Figure 1. Placed cells, one colour a class.
Drawn at 2 px/um.
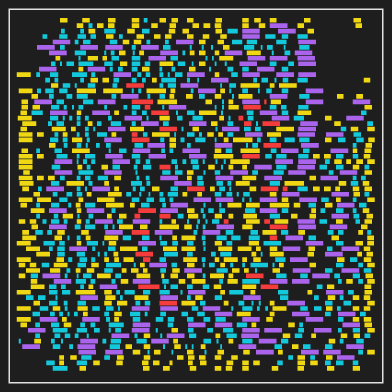
Figure 2. Routing congestion map.
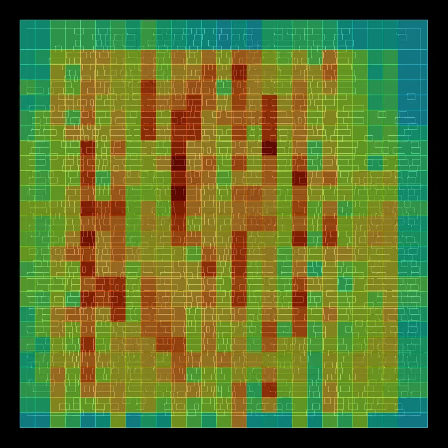
Figure 3. A small window of the routed layout.
Region (34, 127) to (59, 152) um. Cells in grey, sequential cells in the stronger grey; small squares are vias.
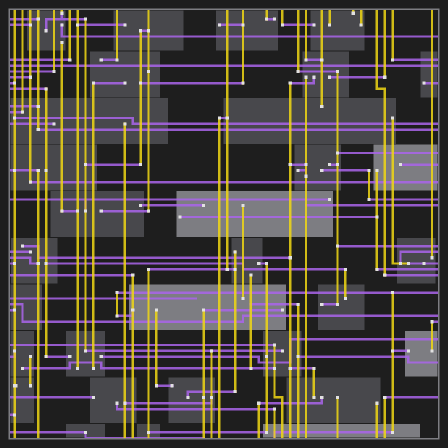
Figure 4. Met1 routing.
Drawn at 2 px/um.
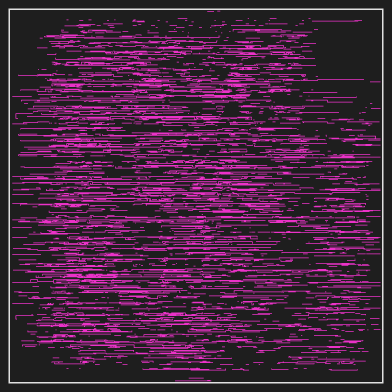
Figure 5. Cells by drive strength.
Drawn at 2 px/um.
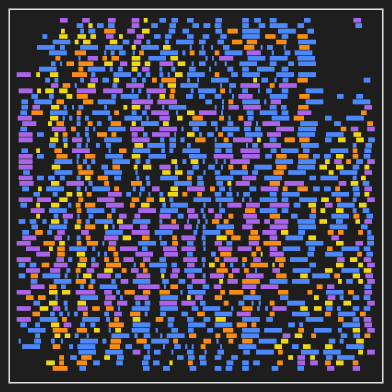
Design alu_muldiv_seq, sky130hd; sources not shown.
==> flow_metrics.env <==
# yosys + openroad results
export IMPL_cap_violations=0
export IMPL_dieHeight_um=186
export IMPL_power_frac_comb_pct=72.5
export IMPL_hold_class="primary input to async pin"
export IMPL_violations="setup timing"
export IMPL_drt_initial_drc_count=555
export IMPL_wl_met1_um=18800
export IMPL_layout_cells_non_filler=1617
export IMPL_dp_slack_ps=-498
export IMPL_mostFrequentLayoutCell="dfrtp_1"
export IMPL_log_warning_count=32
export IMPL_ys_sh_simple_pct=11.8
export IMPL_grt_pass1_vias=9020
export IMPL_drtPass1Iterations=5
export IMPL_ff_type="dfrtp_1"
export IMPL_ff_latch_area_um2=4200
export IMPL_grt_max_degree=52
export IMPL_htreeDepth=4
export IMPL_flop_count=168
export IMPL_use_met1_pct=31.3
export IMPL_tns_ps=-41430
export IMPL_die_w_um=186
export IMPL_path_class="flip-flop to output pin"
export IMPL_finalCritPeriodShare_pct=117
export IMPL_fin_worst_skew_ps=26.6
export IMPL_netlist_area_um2=8750
export IMPL_vias_per_cell=5.26
export IMPL_clock_tree_area_fraction_pct=3.90
export IMPL_yosysChipArea_um2=8750
export IMPL_crit_path_cell_trace="inv_2 > buf_6 > ha_4 > buf_12 > buf_8 > a22oi_2 > nor2_2 > buf_12"
export IMPL_finalPower_w=0.0386
export IMPL_finalSetupViolations=190
export IMPL_critPathTopFamily="buffers and inverters"
export IMPL_synth_most_common_cell="dfrtp_1"
export IMPL_holdWs_ps=239
export IMPL_synth_distinct_cells=38
export IMPL_antenna_found_initial=4
export IMPL_edf_count=0
export IMPL_power_combinational_w=0.0280
export IMPL_power_clock_w=0.00379
export IMPL_netlist_instances=828
export IMPL_cts_resized=201
export IMPL_mostFrequentLayoutCells="dfrtp_1 (168), clkdlybuf4s50_1 (165), buf_4 (85), buf_6 (79), buf_12 (61)"
export IMPL_synth_xor_area_share_pct=0
export IMPL_grt_use_met3_pct=3.32
export IMPL_grt_pass1_wl_um=58100
export IMPL_cts_root_buf="clkbuf_16"
export IMPL_clk_path_buf_depth=2
export IMPL_worst_ir_drop_vdd_mv=1.16
export IMPL_rsz0062_at_grt="true"
export IMPL_worstPathRequired_ps=1710
export IMPL_hold_buffers=1
export IMPL_critPathMostFrequentCell="buf_12"
export IMPL_nNetsFinal=1309
export IMPL_arrival_ps=2040
export IMPL_top_layer="met5"
export IMPL_multi_input_comb_cells=579
export IMPL_internal_power_w=0.0214
export IMPL_ys_sh_adder_pct=0.858
export IMPL_met2_usage_pct=36.8
export IMPL_yosysWarnings=0
export IMPL_worst_path_max_delay_cell="dfrtp_1"
export IMPL_clock_power_share_pct=9.8
export IMPL_drc_errors=0
export IMPL_area_leaders="dfrtp_1 (48%), mux2_4 (8.4%), mux2_2 (6.1%)"
export IMPL_ys_flops=168
export IMPL_p_leak_nw=6.92
export IMPL_top_cell_area_share_pct=48.1
export IMPL_placed_area_um2=12600
export IMPL_netlist_top_cells_count="dfrtp_1 (168), nor2_1 (96), nand2_1 (52), a21oi_1 (51)"
export IMPL_routabilityCongestion=0.791
export IMPL_async_flop_share_pct=100
export IMPL_n_all_inverters=5
export IMPL_drive_above_1_share_pct=47.2
export IMPL_dp_hpwl_um=25100
export IMPL_io_pins=236
export IMPL_synth_area_per_cell_um2=10.6
export IMPL_powerDensity_nw_per_um2=2460
export IMPL_final_nonclk_buf_share_pct=33.3
export IMPL_diodes=1
export IMPL_slew_violations=0
export IMPL_reg2reg_depth=10
export IMPL_swShare_pct=44.5
export IMPL_status="finished with violations"
export IMPL_fillers=3051
export IMPL_clockBufferCount=18
export IMPL_powerSeq_w=0.00680
export IMPL_fmax_ghz=0.449
export IMPL_synth_largest_area_cell="dfrtp_1"
export IMPL_cp_start_kind="flip-flop"
export IMPL_fin_ws_ps=-325
export IMPL_combGateArea_um2=5130
export IMPL_period_needed_ps=2230
export IMPL_largest_class="buffers"
export IMPL_aoi_share_pct=20.5
export IMPL_cts_sinks=168
export IMPL_seqPwrFrac_pct=17.6
export IMPL_postCtsSetupRepairBufs=39
export IMPL_nWellTaps=402
export IMPL_ff2ff_setup_slack_ps=-320
export IMPL_crit_cells=8
export IMPL_critPathMaxStageDelay_ps=410
export IMPL_portBuffers=233
export IMPL_hold_violations=0
export IMPL_floorplan_core_util_pct=27.6
export IMPL_cts_tree="done"
export IMPL_dp_cells=1495
export IMPL_ys_seq_share_pct=48.1
export IMPL_synthMuxAreaShare_pct=14.5
export IMPL_insertion_delay_ps=450
export IMPL_netlist_logic_family_top="AND-OR/OR-AND gates"
export IMPL_route_met2_wl_um=21000
export IMPL_power_top_consumer="combinational logic"
export IMPL_path_clk_slew_ps=80
export IMPL_detail_route_antenna_nets=0
export IMPL_cp_end_kind="output pin"
export IMPL_cp_max_fo=8
export IMPL_comb_cell_share_pct=32.7
export IMPL_wl_met3_um=1830
export IMPL_path_buffers=5
export IMPL_p_sw_w=0.0172
export IMPL_dieArea_um2=34600
export IMPL_ys_cells=828
export IMPL_numCtsBuffers=17
export IMPL_grt_overflow=0
About Figure 1:
legend:
  purple:
    class: sequential cells
    cells: 168
  yellow:
    class: remaining buffers and delay cells
    cells: 430
  red:
    class: clock drivers and dummy loads
    cells: 32
  cyan:
    class: remaining logic cells
    cells: 584
Core ar.: 31700 um2
Final Cell Area: 15700 um2
row count: 65
fraction of area in registers: 26.8%
Final Util: 49.5%

About Figure 2:
layer with the highest usage: met2
Total Routing Usage GR: 22.2%
Avg WL per Cell: 26.2 um

About Figure 3:
legend:
  purple:
    layer: M1
  yellow:
    layer: M2
most frequent: a31oi_1 (4), o211ai_1 (3), buf_4 (3)
cells with their middle in the window: 25
sequential cells in the window: 2

About Figure 4:
wire length on this layer: 18800 um
main direction: horizontal
share of all routed wire: 44%
nets with wire on the layer: 1193
Vias: 8500
DRT Wirelength: 42300 um

About Figure 5:
legend:
  orange:
    size: x3 and x4
    cells: 216
  blue:
    size: x1 and smaller
    cells: 641
  purple:
    size: x6 and larger
    cells: 207
  yellow:
    size: x2
    cells: 150
final worst slack: -325 ps
Non-clock buffers: 430
P&R area growth vs syn: 79.6%

